[src/rtl/perf_sampler_if.sv]
// Bus bundle for perf_sampler: config request, PMU command/read port and snapshot stream.
interface perf_sampler_if;
  logic        sample_enable;
  logic        cfg_valid;
  logic        cfg_ready;
  logic [7:0]  cfg_counter;
  logic [15:0] cfg_event;
  logic        cfg_enable;
  logic        perf_write_en;
  logic [31:0] perf_write_data;
  logic        perf_read_en;
  logic [31:0] perf_read_data;
  logic        sample_valid;
  logic        sample_ready;
  logic [7:0]  sample_index;
  logic [31:0] sample_value;
  logic        sample_last;
  logic [15:0] overrun_count;

  modport slave (
    input  sample_enable, cfg_valid, cfg_counter, cfg_event, cfg_enable,
           perf_read_data, sample_ready,
    output cfg_ready, perf_write_en, perf_write_data, perf_read_en,
           sample_valid, sample_index, sample_value, sample_last, overrun_count
  );

  modport master (
    output sample_enable, cfg_valid, cfg_counter, cfg_event, cfg_enable,
           perf_read_data, sample_ready,
    input  cfg_ready, perf_write_en, perf_write_data, perf_read_en,
           sample_valid, sample_index, sample_value, sample_last, overrun_count
  );
endinterface

[src/rtl/perf_sampler.sv]
// Periodic PMU sampler: programs counters via command words and sweeps them into a snapshot stream.
// Optional feature macro PERF_SAMPLER_OVERRUN_EN counts triggers dropped while a sweep is pending or running.
module perf_sampler #(
  parameter int unsigned NUM_COUNTERS  = 4,
  parameter int unsigned SAMPLE_PERIOD = 1024
) (
  input  logic          clk,
  input  logic          reset,
  perf_sampler_if.slave bus
);
  localparam int unsigned     TW         = $clog2(SAMPLE_PERIOD);
  localparam logic [TW-1:0]   TIMER_LAST = TW'(SAMPLE_PERIOD - 1);
  localparam logic [7:0]      LAST_IDX   = 8'(NUM_COUNTERS - 1);

  typedef enum logic [2:0] {
    IDLE, CFG_SEL, CFG_EVT, CFG_EN, SMP_SEL, SMP_RD, SMP_CAP, SMP_OUT
  } state_t;

  function automatic logic [31:0] cmd_select(input logic [7:0] idx);
    return {2'b00, 22'd0, idx};
  endfunction

  function automatic logic [31:0] cmd_enable(input logic en);
    return {2'b01, 29'd0, en};
  endfunction

  function automatic logic [31:0] cmd_event(input logic [15:0] mask);
    return {2'b10, 14'd0, mask};
  endfunction

  state_t        state_q, state_d;
  logic [TW-1:0] timer_q, timer_d;
  logic          pending_q, pending_d;
  logic [7:0]    index_q, index_d;
  logic [7:0]    cfg_counter_q, cfg_counter_d;
  logic [15:0]   cfg_event_q, cfg_event_d;
  logic          cfg_enable_q, cfg_enable_d;
  logic [15:0]   overrun_q, overrun_d;
  logic          wr_en_q, wr_en_d;
  logic [31:0]   wr_data_q, wr_data_d;
  logic          rd_en_q, rd_en_d;
  logic          valid_q, valid_d;
  logic [31:0]   value_q, value_d;
  logic          last_q, last_d;
  logic          cfg_ready_q, cfg_ready_d;
  logic          trigger_s;
  logic          smp_busy_s;
`ifdef PERF_SAMPLER_OVERRUN_EN
  logic          drop_s;
`endif

  // Free-running period timer; the trigger fires on the wrap cycle
  always_comb begin
    trigger_s = 1'b0;
    timer_d   = '0;
    if (bus.sample_enable) begin
      if (timer_q == TIMER_LAST) begin
        trigger_s = 1'b1;
        timer_d   = '0;
      end else begin
        trigger_s = 1'b0;
        timer_d   = timer_q + TW'(1);
      end
    end else begin
      trigger_s = 1'b0;
      timer_d   = '0;
    end
  end

  assign smp_busy_s = (state_q == SMP_SEL) || (state_q == SMP_RD) ||
                      (state_q == SMP_CAP) || (state_q == SMP_OUT);

`ifdef PERF_SAMPLER_OVERRUN_EN
  assign drop_s = trigger_s && (pending_q || smp_busy_s);
`endif

  // Overrun counter next state
  always_comb begin
`ifdef PERF_SAMPLER_OVERRUN_EN
    if (drop_s && (overrun_q != 16'hFFFF)) begin
      overrun_d = overrun_q + 16'd1;
    end else begin
      overrun_d = overrun_q;
    end
`else
    overrun_d = 16'd0;
`endif
  end

  // FSM next state, sweep index, pending flag and config capture
  always_comb begin
    state_d       = state_q;
    index_d       = index_q;
    pending_d     = pending_q;
    cfg_counter_d = cfg_counter_q;
    cfg_event_d   = cfg_event_q;
    cfg_enable_d  = cfg_enable_q;
    value_d       = value_q;
    if (trigger_s && !pending_q && !smp_busy_s) begin
      pending_d = 1'b1;
    end else begin
      pending_d = pending_q;
    end
    case (state_q)
      IDLE: begin
        // Config requests win over a pending sweep
        if (bus.cfg_valid) begin
          cfg_counter_d = bus.cfg_counter;
          cfg_event_d   = bus.cfg_event;
          cfg_enable_d  = bus.cfg_enable;
          state_d       = CFG_SEL;
        end else if (pending_q) begin
          pending_d = 1'b0;
          index_d   = 8'd0;
          state_d   = SMP_SEL;
        end else begin
          state_d = IDLE;
        end
      end
      CFG_SEL: state_d = CFG_EVT;
      CFG_EVT: state_d = CFG_EN;
      CFG_EN:  state_d = IDLE;
      SMP_SEL: state_d = SMP_RD;
      SMP_RD:  state_d = SMP_CAP;
      SMP_CAP: begin
        value_d = bus.perf_read_data;
        state_d = SMP_OUT;
      end
      SMP_OUT: begin
        if (bus.sample_ready) begin
          if (index_q == LAST_IDX) begin
            state_d = IDLE;
          end else begin
            index_d = index_q + 8'd1;
            state_d = SMP_SEL;
          end
        end else begin
          state_d = SMP_OUT;
        end
      end
      default: state_d = IDLE;
    endcase
  end

  // Output decode from the next state so every output leaves a flop aligned with its state
  always_comb begin
    wr_en_d     = 1'b0;
    wr_data_d   = 32'd0;
    rd_en_d     = 1'b0;
    valid_d     = 1'b0;
    last_d      = 1'b0;
    cfg_ready_d = 1'b0;
    case (state_d)
      IDLE:    cfg_ready_d = 1'b1;
      CFG_SEL: begin
        wr_en_d   = 1'b1;
        wr_data_d = cmd_select(cfg_counter_d);
      end
      CFG_EVT: begin
        wr_en_d   = 1'b1;
        wr_data_d = cmd_event(cfg_event_d);
      end
      CFG_EN: begin
        wr_en_d   = 1'b1;
        wr_data_d = cmd_enable(cfg_enable_d);
      end
      SMP_SEL: begin
        wr_en_d   = 1'b1;
        wr_data_d = cmd_select(index_d);
      end
      SMP_RD:  rd_en_d = 1'b1;
      SMP_OUT: begin
        valid_d = 1'b1;
        last_d  = (index_d == LAST_IDX);
      end
      default: cfg_ready_d = 1'b0;
    endcase
  end

  // State and output registers
  always_ff @(posedge clk or negedge reset) begin
    if (!reset) begin
      state_q       <= IDLE;
      timer_q       <= '0;
      pending_q     <= 1'b0;
      index_q       <= 8'd0;
      cfg_counter_q <= 8'd0;
      cfg_event_q   <= 16'd0;
      cfg_enable_q  <= 1'b0;
      overrun_q     <= 16'd0;
      wr_en_q       <= 1'b0;
      wr_data_q     <= 32'd0;
      rd_en_q       <= 1'b0;
      valid_q       <= 1'b0;
      value_q       <= 32'd0;
      last_q        <= 1'b0;
      cfg_ready_q   <= 1'b1;
    end else begin
      state_q       <= state_d;
      timer_q       <= timer_d;
      pending_q     <= pending_d;
      index_q       <= index_d;
      cfg_counter_q <= cfg_counter_d;
      cfg_event_q   <= cfg_event_d;
      cfg_enable_q  <= cfg_enable_d;
      overrun_q     <= overrun_d;
      wr_en_q       <= wr_en_d;
      wr_data_q     <= wr_data_d;
      rd_en_q       <= rd_en_d;
      valid_q       <= valid_d;
      value_q       <= value_d;
      last_q        <= last_d;
      cfg_ready_q   <= cfg_ready_d;
    end
  end

  assign bus.cfg_ready       = cfg_ready_q;
  assign bus.perf_write_en   = wr_en_q;
  assign bus.perf_write_data = wr_data_q;
  assign bus.perf_read_en    = rd_en_q;
  assign bus.sample_valid    = valid_q;
  assign bus.sample_index    = index_q;
  assign bus.sample_value    = value_q;
  assign bus.sample_last     = last_q;
  assign bus.overrun_count   = overrun_q;
endmodule

[src/flat_wrapper.sv]
// flat-port wrapper written by rule: the top's interface ports become plain ports
module perf_sampler_flat 
#(
  parameter int unsigned NUM_COUNTERS  = 4,
  parameter int unsigned SAMPLE_PERIOD = 1024
)
  (clk, reset, bus_sample_enable, bus_cfg_valid, bus_cfg_counter, bus_cfg_event, bus_cfg_enable, bus_perf_read_data, bus_sample_ready, bus_cfg_ready, bus_perf_write_en, bus_perf_write_data, bus_perf_read_en, bus_sample_valid, bus_sample_index, bus_sample_value, bus_sample_last, bus_overrun_count);
  perf_sampler_if bus_i ();
  input  logic clk;
  input  logic reset;
  input wire logic [$bits(bus_i.sample_enable)-1:0] bus_sample_enable;
  input wire logic [$bits(bus_i.cfg_valid)-1:0] bus_cfg_valid;
  input wire logic [$bits(bus_i.cfg_counter)-1:0] bus_cfg_counter;
  input wire logic [$bits(bus_i.cfg_event)-1:0] bus_cfg_event;
  input wire logic [$bits(bus_i.cfg_enable)-1:0] bus_cfg_enable;
  input wire logic [$bits(bus_i.perf_read_data)-1:0] bus_perf_read_data;
  input wire logic [$bits(bus_i.sample_ready)-1:0] bus_sample_ready;
  output wire logic [$bits(bus_i.cfg_ready)-1:0] bus_cfg_ready;
  output wire logic [$bits(bus_i.perf_write_en)-1:0] bus_perf_write_en;
  output wire logic [$bits(bus_i.perf_write_data)-1:0] bus_perf_write_data;
  output wire logic [$bits(bus_i.perf_read_en)-1:0] bus_perf_read_en;
  output wire logic [$bits(bus_i.sample_valid)-1:0] bus_sample_valid;
  output wire logic [$bits(bus_i.sample_index)-1:0] bus_sample_index;
  output wire logic [$bits(bus_i.sample_value)-1:0] bus_sample_value;
  output wire logic [$bits(bus_i.sample_last)-1:0] bus_sample_last;
  output wire logic [$bits(bus_i.overrun_count)-1:0] bus_overrun_count;
  assign bus_i.sample_enable = bus_sample_enable;
  assign bus_i.cfg_valid = bus_cfg_valid;
  assign bus_i.cfg_counter = bus_cfg_counter;
  assign bus_i.cfg_event = bus_cfg_event;
  assign bus_i.cfg_enable = bus_cfg_enable;
  assign bus_i.perf_read_data = bus_perf_read_data;
  assign bus_i.sample_ready = bus_sample_ready;
  assign bus_cfg_ready = bus_i.cfg_ready;
  assign bus_perf_write_en = bus_i.perf_write_en;
  assign bus_perf_write_data = bus_i.perf_write_data;
  assign bus_perf_read_en = bus_i.perf_read_en;
  assign bus_sample_valid = bus_i.sample_valid;
  assign bus_sample_index = bus_i.sample_index;
  assign bus_sample_value = bus_i.sample_value;
  assign bus_sample_last = bus_i.sample_last;
  assign bus_overrun_count = bus_i.overrun_count;
  perf_sampler #(.NUM_COUNTERS(NUM_COUNTERS), .SAMPLE_PERIOD(SAMPLE_PERIOD)) u_core (.clk(clk), .reset(reset), .bus(bus_i));
endmodule
[config.mk]
export PLATFORM = sky130hd
export DESIGN_NAME = perf_sampler_flat
export DESIGN_NICKNAME = d
export VERILOG_FILES = /design/src/rtl/perf_sampler_if.sv /design/src/rtl/perf_sampler.sv /design/src/flat_wrapper.sv
export SDC_FILE = /design/constraint.sdc
export NUM_CORES = 1
export LEC_CHECK = 0
export ABC_CLOCK_PERIOD_IN_PS = 3400
export CAP_MARGIN = 20
export CORE_ASPECT_RATIO = 0.8
export CORE_MARGIN = 5
export CORE_UTILIZATION = 48
export DETAILED_ROUTE_END_ITERATION = 8
export GPL_TIMING_DRIVEN = 0
export HOLD_SLACK_MARGIN = 0.08
export PLACE_DENSITY = 0.95
export SLEW_MARGIN = 25
export SYNTH_ARGS = -nofsm -noshare
export SYNTH_HDL_FRONTEND = slang
export SYNTH_SLANG_ARGS = --single-unit
export TNS_END_PERCENT = 20
[constraint.sdc]
create_clock -name clk -period 3.4 [get_ports clk]
set_input_delay 0.34 -clock clk [delete_from_list [all_inputs] [get_ports clk]]
set_output_delay 0.34 -clock clk [all_outputs]
set_load 0.01 [all_outputs]
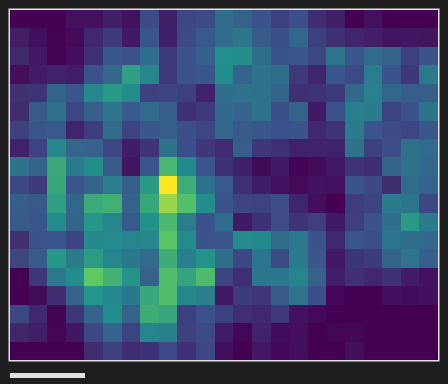
Figure 1: wire density map.
The bar under the picture is 20 microns long. 23 x 19 tiles, from dark purple (low) to yellow (high), scaled to the fullest tile. Values are wire area over tile area, all layers added.
emptiest ninth of the die = bottom right
mean over tiles = 0.15
tiles over half the peak = 7.8%
Detailed Route WL: 10.1 mm
total number of vias: 3034
Total Routing Usage GR: 19.6%

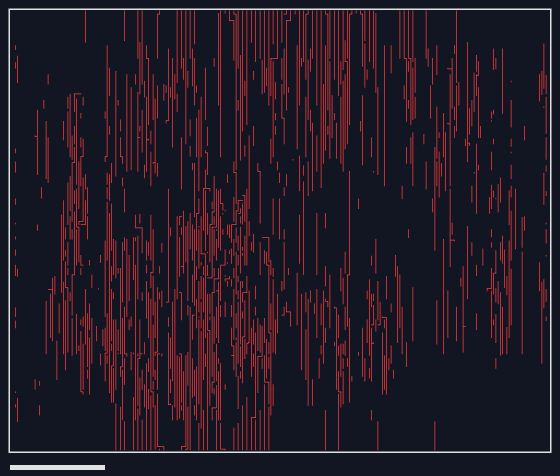
Figure 2: M2 wires.
The bar under the picture is 20 microns long.
wire length on this layer = 5470 microns
longest straight run = 37.7 microns
nets with wire on the layer = 492
share of all routed wire = 54%
main direction = vertical
GR met2 Demand/Resource: 36.0%

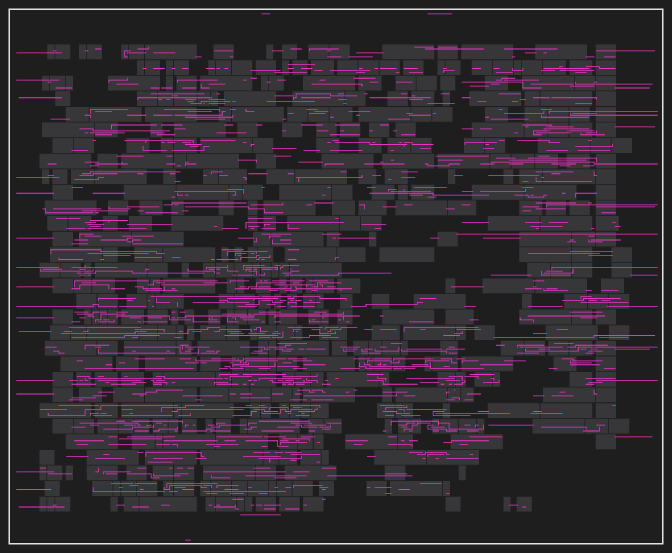
Figure 3: met1 routing.
nets with wire on the layer = 510
main direction = horizontal
wire length on this layer = 3890 microns
grt met1 use: 23.2%

==> impl_metrics.tcl <==
# yosys + openroad results
set metrics [dict create \
    whs_path_depth 2 \
    critPathMaxStageDelay_ns 0.49 \
    finalSetupViolations 0 \
    common_cells "dfrtp_1 (93), mux2_2 (46), buf_4 (33)" \
    cts_tree "yes" \
    place_congestion 0.899 \
    cp.arrival_ns 2.36 \
    grt_max_degree 77 \
    cts_buffers 9 \
    p_comb_w 0.00190 \
    dieWidth_microns 114 \
    num_io_pins 155 \
    outcome "finished, final reports clean" \
    ys_sh_mux_pct 13.5 \
    r2r_start "u_core.bus.sample_index[0]$_DFF_PN0_" \
    place_hpwl_mm 7.72 \
    layout_top_cell "clkdlybuf4s50_1" \
    p_comb_share_pct 43.3 \
    wl_per_cell_microns 16.5 \
    drv_slew 0 \
    syn_area_per_cell_sq_um 12.5 \
    rsz0062_at_grt "false" \
    drc 0 \
    path_clk_slew_ns 0.09 \
    postCtsSetupBuffers 0 \
    critPathSlowestCell "dfrtp_1" \
    initCoreUtil_pct 48.9 \
    fin_setup_tns_ns 0 \
    required_ns 3.68 \
    finalCritPeriodShare_pct 61.3 \
    place_inst 595 \
    htreeDepth 3 \
    adder_share_pct 0.606 \
    overflow 0 \
    area_leaders "dfrtp_1 (56%), mux2_2 (13%), buf_4 (6.0%)" \
    internal_power_w 0.00297 \
    netlist.area_leader.share_pct 56.3 \
    syn_inst 330 \
    ys_types 53 \
]
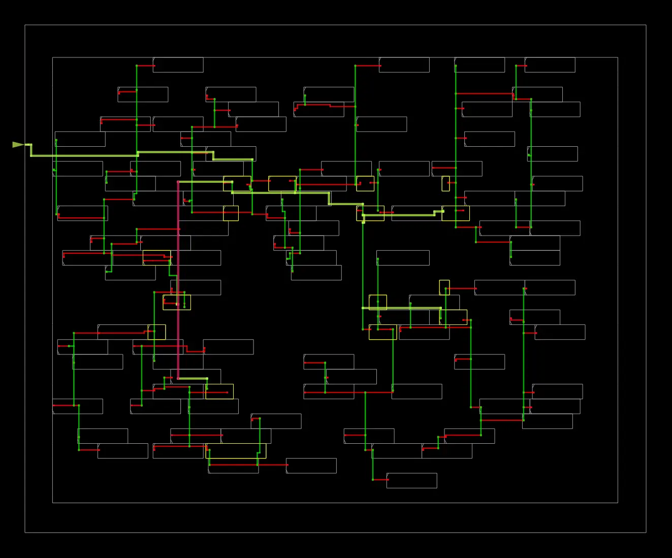
Figure 4: clock wiring as the flow saved it.
clock skew: 0.0137 ns
P_clk: 0.000732 W
clk latency late pin: 0.35 ns
clock buf count: 10
clk sinks: 94

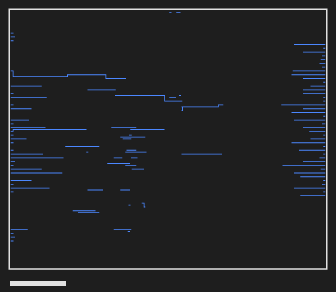
Figure 5: signal wires on met3.
The bar under the picture is 20 microns long.
nets with wire on the layer = 91
main direction = horizontal
wire length on this layer = 636 microns
met3 Resource Use GR: 4.98%

-- kinds of logic after synthesis --
logic type                 count (synthesis)
xor gates and xnor gates                   8
other                                      1
DFF                                       94
adders and majority gates                  2
and+or+nand+nor                           83
buffers and inverters                     54
AOI/OAI and AO/OA                         39
muxes                                     49
-- cell type report --
class                   instances  area [sq um]
plain buffers                  45           338
clock inverters                 6          68.8
fillers                       612          2600
well taps                     112           140
inverters                       9          33.8
flip-flops and latches         94          2350
clock buffers                  10           128
multi-input cells             211          1520
repair buffers                125          1270
-- metal layers --
metal | wire length [microns] | part of all wire (%) | up-vias
met2 | 5470 | 54 | 126
met3 | 636 | 6.3 | 11
met1 | 3890 | 38 | 1488
li1 | - | - | 1409
met4 | 114 | 1.1 | 0
met5 | 0 | 0 | -
-- worst max path at each step --
stage / start / slack (ns) / end
finish: u_core.bus.sample_index[0]$_DFF_PN0_ / 1.32 / u_core.bus.sample_last$_DFF_PN0_
floorplan: u_core.bus.sample_index[0]$_DFF_PN0_ / 1.61 / u_core.bus.sample_last$_DFF_PN0_
CTS: u_core.bus.sample_index[0]$_DFF_PN0_ / 1.33 / u_core.bus.sample_last$_DFF_PN0_
detailed placement: bus_cfg_valid / 1.29 / u_core.bus.perf_write_data[6]$_DFF_PN0_
global placement: reset / -1.28 / u_core.bus.sample_value[0]$_DFFE_PN0P_
global route: u_core.bus.sample_index[0]$_DFF_PN0_ / 1.20 / u_core.bus.sample_last$_DFF_PN0_
-- worst max-delay path: cells and delay by family, from the launching register on --
kind | cells | cell delay (ns)
and+or+nand+nor | 2 | 0.54
adders and majority gates | 1 | 0.26
AOI/OAI and AO/OA | 3 | 0.58
DFF | 1 | 0.49
buffers and inverters | 1 | 0.15
No activity file was given, so power comes from the tool's default toggle rates.
